--- src/rtl/sad_row_accumulator.sv ---
`timescale 1ns/1ps
// SAD row accumulator: sums one row of PE abs_out lanes per beat, builds
// per-candidate SADs and tracks the minimum over a block search.
module sad_row_accumulator #(
    parameter int PIXEL    = 8,
    parameter int NUM_PE   = 8,
    parameter int ROWS     = 8,
    parameter int NUM_CAND = 4,
    parameter int SAD_W    = PIXEL + $clog2(NUM_PE * ROWS),
    parameter int CAND_W   = $clog2(NUM_CAND)
) (
    input  logic                    clk,
    input  logic                    rst,
    input  logic                    blk_start,
    input  logic [NUM_PE*PIXEL-1:0] abs_in,
    input  logic                    abs_valid,
    output logic [SAD_W-1:0]        sad_out,
    output logic [CAND_W-1:0]       sad_cand,
    output logic                    sad_valid,
    output logic [SAD_W-1:0]        best_sad,
    output logic [CAND_W-1:0]       best_cand,
    output logic                    best_valid,
    output logic                    busy
);

    localparam int RS_W  = PIXEL + $clog2(NUM_PE);
    localparam int ROW_W = (ROWS > 1) ? $clog2(ROWS) : 1;

    localparam logic [ROW_W-1:0]  ROW_LAST  = ROW_W'(ROWS - 1);
    localparam logic [CAND_W-1:0] CAND_LAST = CAND_W'(NUM_CAND - 1);

    typedef enum logic [1:0] {
        S_IDLE,
        S_ACCUM,
        S_DONE
    } state_t;

    state_t              r_state;
    logic [ROW_W-1:0]    r_row_cnt;
    logic [CAND_W-1:0]   r_cand_cnt;
    logic                r_in_done;
    logic                r_s1_valid;
    logic                r_s1_last;
    logic [CAND_W-1:0]   r_s1_cand;
    logic [SAD_W-1:0]    r_row_sum;
    logic [SAD_W-1:0]    r_acc;
    logic [SAD_W-1:0]    r_sad_out;
    logic [CAND_W-1:0]   r_sad_cand;
    logic                r_sad_valid;
    logic [SAD_W-1:0]    r_best_sad;
    logic [CAND_W-1:0]   r_best_cand;
    logic                r_best_valid;

    logic [RS_W-1:0]     w_row_sum;
    logic                w_take;
    logic                w_row_last;
    logic [SAD_W-1:0]    w_sad_new;

    // Adder tree over the PE lanes of the current beat
    always_comb begin
        w_row_sum = '0;
        for (int k = 0; k < NUM_PE; k++) begin
            w_row_sum = w_row_sum + RS_W'(abs_in[k*PIXEL +: PIXEL]);
        end
    end

    // A beat is consumed only while searching, not on a restart, and
    // only until the final candidate's last row has been taken
    assign w_take     = (r_state == S_ACCUM) && abs_valid
                        && !blk_start && !r_in_done;
    assign w_row_last = (r_row_cnt == ROW_LAST);
    assign w_sad_new  = r_acc + r_row_sum;

    // Stage 1: register the row sum with its row/candidate position
    always_ff @(posedge clk) begin
        if (rst) begin
            r_row_cnt  <= '0;
            r_cand_cnt <= '0;
            r_in_done  <= 1'b0;
            r_s1_valid <= 1'b0;
            r_s1_last  <= 1'b0;
            r_s1_cand  <= '0;
            r_row_sum  <= '0;
        end else if (blk_start) begin
            r_row_cnt  <= '0;
            r_cand_cnt <= '0;
            r_in_done  <= 1'b0;
            r_s1_valid <= 1'b0;
        end else begin
            r_s1_valid <= w_take;
            if (w_take) begin
                r_row_sum <= SAD_W'(w_row_sum);
                r_s1_last <= w_row_last;
                r_s1_cand <= r_cand_cnt;
                if (w_row_last) begin
                    r_row_cnt  <= '0;
                    r_cand_cnt <= r_cand_cnt + 1'b1;
                    r_in_done  <= (r_cand_cnt == CAND_LAST);
                end else begin
                    r_row_cnt <= r_row_cnt + 1'b1;
                end
            end
        end
    end

    // Control FSM plus stage 2: accumulate rows, emit SADs, track minimum
    always_ff @(posedge clk) begin
        if (rst) begin
            r_state      <= S_IDLE;
            r_acc        <= '0;
            r_sad_out    <= '0;
            r_sad_cand   <= '0;
            r_sad_valid  <= 1'b0;
            r_best_sad   <= '1;
            r_best_cand  <= '0;
            r_best_valid <= 1'b0;
        end else begin
            r_sad_valid  <= 1'b0;
            // The DONE pulse goes out even if a new search starts now
            r_best_valid <= (r_state == S_DONE);
            if (blk_start) begin
                r_state     <= S_ACCUM;
                r_acc       <= '0;
                r_best_sad  <= '1;
                r_best_cand <= '0;
            end else begin
                unique case (r_state)
                    S_IDLE: begin
                        r_state <= S_IDLE;
                    end
                    S_ACCUM: begin
                        if (r_s1_valid) begin
                            if (!r_s1_last) begin
                                r_acc <= w_sad_new;
                            end else begin
                                r_acc       <= '0;
                                r_sad_out   <= w_sad_new;
                                r_sad_cand  <= r_s1_cand;
                                r_sad_valid <= 1'b1;
                                // Strict compare keeps the lower index on ties
                                if (w_sad_new < r_best_sad) begin
                                    r_best_sad  <= w_sad_new;
                                    r_best_cand <= r_s1_cand;
                                end
                                if (r_s1_cand == CAND_LAST) begin
                                    r_state <= S_DONE;
                                end
                            end
                        end
                    end
                    S_DONE: begin
                        r_state <= S_IDLE;
                    end
                    default: begin
                        r_state <= S_IDLE;
                    end
                endcase
            end
        end
    end

    assign sad_out    = r_sad_out;
    assign sad_cand   = r_sad_cand;
    assign sad_valid  = r_sad_valid;
    assign best_sad   = r_best_sad;
    assign best_cand  = r_best_cand;
    assign best_valid = r_best_valid;
    assign busy       = (r_state == S_ACCUM);

endmodule
--- config.mk ---
export PLATFORM = sky130hd
export DESIGN_NAME = sad_row_accumulator
export DESIGN_NICKNAME = d
export VERILOG_FILES = /design/src/rtl/sad_row_accumulator.sv
export SDC_FILE = /design/constraint.sdc
export NUM_CORES = 1
export LEC_CHECK = 0
export CAP_MARGIN = 10
export CORE_UTILIZATION = 53
export DETAILED_ROUTE_END_ITERATION = 8
export PLACE_DENSITY = 0.79
export SLEW_MARGIN = 20
export SYNTH_ARGS = -nofsm -noshare
export SYNTH_HDL_FRONTEND = slang
export SYNTH_SLANG_ARGS = --single-unit
--- constraint.sdc ---
create_clock -name clk -period 6.4 [get_ports clk]
set_input_delay 0.96 -clock clk [delete_from_list [all_inputs] [get_ports clk]]
set_output_delay 0.96 -clock clk [all_outputs]
set_load 0.01 [all_outputs]
**Routing congestion map**

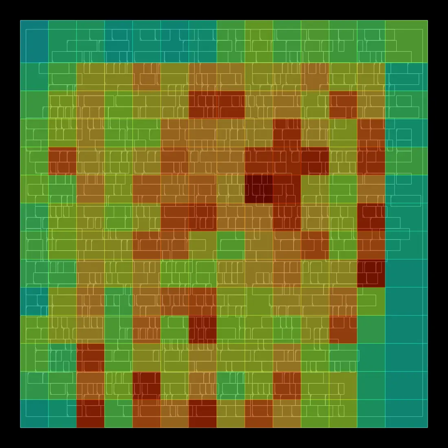
layer with the highest usage: met2
Global Route met3 Usage: 4.18%
gr usage total: 24.5%

**Metal 2**

Cells faint in the background.
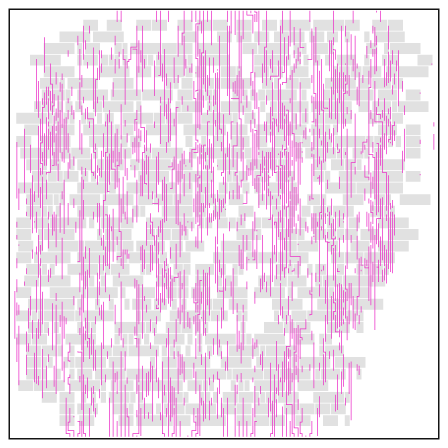
share of all routed wire: 50%
main direction: vertical
nets with wire on the layer: 732
met2 usage: 42.8%
total number of vias: 4,378
final wirelength: 11,400 microns

==> impl_metrics.tcl <==
# place-and-route summary
set metrics [dict create \
    status "finished, final reports clean" \
    clk_pin_slew_ns 0.08 \
    grt.overflow.total 0 \
    core_sq_um 9280 \
    taps 129 \
    ys.flops 71 \
    grt_max_degree 41 \
    ctsResizeCount 0 \
    syn2layout_area_growth_pct 25.8 \
    holdBufCountCts 0 \
    antenna_left 0 \
    buffers 104 \
    warnings 26 \
    comb-power_w 0.000752 \
    fmax_ghz 0.191 \
    die_height_microns 100 \
    hp-class "flop to flop" \
    rsz0062_at_grt "no" \
    power_switching_w 0.000617 \
    required_ns 6.65 \
    nets 845 \
    fin_skew_ns 0.00928 \
    largest_cell_class "combinational gates" \
    synthDistinctLibCells 50 \
    tns_ns 0 \
    ys_area_sq_um 5100 \
    slew_viol_final 0 \
    flop_cell "dfxtp_1" \
    fp_nets 751 \
    grt_pass1_vias 4420 \
    comb_area_share_pct 48.4 \
    cp_cell_sequence "clkdlybuf4s50_1 -> inv_1 -> fa_1 -> inv_1 -> fa_1 -> fa_1 -> inv_1 -> fa_1 -> inv_1 -> ha_1 -> a21o_1 -> a21oi_1 -> o21ai_0 -> o41ai_1 -> nor4_1 -> a311o_1" \
    logic_area_sq_um 3110 \
    cts_setup_buffers 0 \
    startpoint_type "input pin" \
    final_cell_area_sq_um 6420 \
    drv_cap 0 \
    cts_buffers 9 \
    clock_buffer_count 9 \
    dr.pass1.iters 4 \
    wire_per_inst_microns 13.8 \
    clk_latency_ns 0.36 \
    power_leader "combinational logic" \
    end_kind "flop" \
    drtIter0Drc 228 \
    fin_crit_sh_pct 81.8 \
    root_buffer "clkbuf_8" \
    cts_tree "yes" \
    critPathMaxStageDelay_ns 0.58 \
    edf_count 0 \
    viasPerCell 5.31 \
    fp.dieW_microns 100 \
    inv_count 130 \
    slew_headroom_pct 33.9 \
    h-tree-depth 3 \
    antenna_found_initial 0 \
    fp-utilization_pct 55.0 \
    lay_top_count "inv_1" \
    power_clock_w 0.000372 \
    yosysWarnings 0 \
    clock_path_buffers 2 \
    placed_area_sq_um 6210 \
    yosys_cells 597 \
    leakage_nw 3.07 \
    setup_violations 0 \
    layout.comb_gates.multi_input 375 \
    ys_seq_share_pct 27.9 \
    final-clk-cell-share_pct 3.18 \
    drive_above_1_share_pct 3.59 \
    cp_max_fo 3 \
    crit_slowest_cell "fa_1" \
    syn_inst 597 \
    layout_top_cells "inv_1, clkdlybuf4s50_1, dfxtp_1" \
    ff_count 71 \
    drc_errors 0 \
    power.share.clock_pct 23.4 \
    async_reset_ff_share_pct 0 \
    syn-cell-area_sq_um 5100 \
    cts.sinks 71 \
    p_int_w 0.000971 \
    holdWs_ns 0.459 \
    powerDensity_nw_per_um2 247 \
    p_comb_share_pct 47.3 \
    nFillCells 768 \
    buf_share_pct 16.1 \
    fin_crit_ns 5.24 \
    arrival_ns 5.49 \
    power_frac_seq_pct 29.2 \
    syn_area_per_cell_sq_um 8.55 \
    row_count 35 \
    dieArea_sq_um 10000 \
    peakVddDrop_mv 0.186 \
    sw_frac_of_total_pct 38.9 \
    antenna_cells 0 \
    hold_viol_final 0 \
    grt_pass1_wl_microns 19600 \
    worstMarginPinSlew_ns 0.991 \
    hpwl_microns 9060 \
    gp_congestion 0.910 \
]
**Port wiring**

Bar = 20 microns.
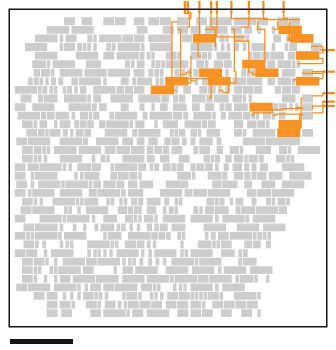
| port | color | bits | direction | edge | end cells | wire |
|---|---|---|---|---|---|---|
| `best_sad` | orange | 14 | output | 9 north, 5 east | 14 | 372 microns |
IO Pins: 103
count of input and output buffers: 102

**Sequential cells grouped by signal name**

Other sequential cells in the stronger gray, the rest of the logic in the fainter gray.
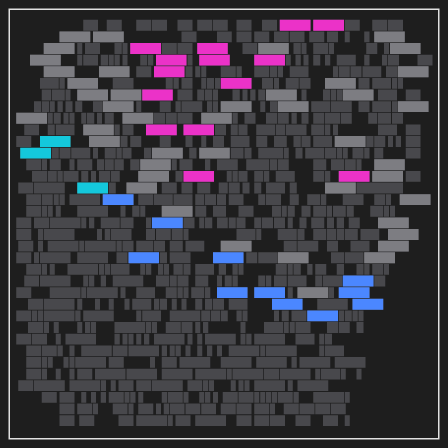
| netlist name | color | sequential cells |
|---|---|---|
| `r_row_cnt` | cyan | 3 |
| `sad_out` | magenta | 14 |
| `r_row_sum` | blue | 11 |
Seq/total area: 22.1%
P_seq: 0.000464 W
sequential cell area: 1420 sq um
Final Util: 69.1%

cell usage after synthesis, types with 2 or more instances:
master | instances | area share, %
a221o_1 | 2 | 0.39
and4_1 | 2 | 0.34
nand2_1 | 62 | 4.6
mux2i_1 | 2 | 0.39
a31oi_1 | 2 | 0.25
nand3_1 | 8 | 0.78
nand4_1 | 3 | 0.37
a21oi_1 | 41 | 4.0
nand3b_1 | 5 | 0.74
a221oi_1 | 2 | 0.34
a21boi_0 | 2 | 0.29
nor3_1 | 10 | 0.98
clkbuf_1 | 14 | 1.0
and3_1 | 4 | 0.49
and2_1 | 6 | 0.74
o211ai_1 | 18 | 2.6
nor2b_1 | 2 | 0.25
or3_1 | 5 | 0.61
nor2_1 | 35 | 2.6
o211a_1 | 2 | 0.39
buf_2 | 4 | 0.39
inv_1 | 130 | 9.6
xnor2_1 | 8 | 1.4
a22oi_1 | 7 | 1.0
buf_1 | 2 | 0.15
a211oi_1 | 4 | 0.59
xor2_1 | 3 | 0.52
nor3b_1 | 8 | 1.2
a21o_1 | 13 | 1.9
o21a_1 | 2 | 0.29
o21ai_0 | 11 | 1.1
ha_1 | 38 | 9.3
dfxtp_1 | 71 | 28
a32oi_1 | 2 | 0.34
fa_1 | 48 | 19
a31o_2 | 2 | 0.34
nand2b_1 | 3 | 0.37
a32o_1 | 2 | 0.39
cell families after synthesis:
| group | count (synthesis) | share of synthesized area, % |
|---|---|---|
| buffers and inverters | 151 | 11.3 |
| muxes | 2 | 0.392 |
| xor gates and xnor gates | 11 | 1.89 |
| AOI/OAI and AO/OA | 120 | 16.0 |
| DFF | 71 | 27.9 |
| and+or+nand+nor | 156 | 14.4 |
| adders and majority gates | 86 | 28.2 |
stage by stage:
step	std cells	utilization (%)	total power (W)	worst slack (ns)
global placement	809	66.9	0.00119	0.897
floorplan	597	-	0.00104	1.54
finish	825	69.1	0.00159	1.16
CTS	825	69.1	0.00160	1.16
detailed placement	809	66.9	0.00123	0.807
global route	825	69.1	0.00174	0.866
sequential cells by signal, summed over array words and instances, names as in the netlist:
signal      cells
r_s1_valid      1
r_cand_cnt      2
sad_out        14
r_s1_cand       2
sad_cand        2
r_acc          14
r_row_cnt       3
r_in_done       1
best_sad       14
sad_valid       1
r_row_sum      11
r_state         2
r_s1_last       1
best_cand       2
best_valid      1
worst max-delay path, delay by kind of cell:
family,cells,cell delay (ns)
adder cells (fa/ha/maj),5,2.43
AND-OR/OR-AND,5,1.32
buffers and inverters,5,0.69
AND/OR/NAND/NOR,1,0.09
per-layer routing:
layer	routed length (microns)	vias to the layer above	GRT usage [%]	share of wire (%)
li1	-	2123	-	-
met1	4850	2108	30.5	42
met2	5720	122	42.8	50
met3	558	25	4.18	4.9
met4	293	0	9.03	2.6
met5	0	-	0	0
worst paths after layout:
| kind | start | to | slack [ns] | cells after the start |
|---|---|---|---|---|
| worst max-delay path | abs_in[3] | r_row_sum[9] | 1.16 | 16 |
| worst min-delay path | sad_out[0] | sad_out[0] | 0.46 | 2 |
| worst max register to register | r_row_sum[0] | best_sad[10] | 1.76 | 13 |
| worst min register to register | sad_out[0] | sad_out[0] | 0.46 | 2 |
Power figures rest on the tool's default switching activity, not on a simulated workload.
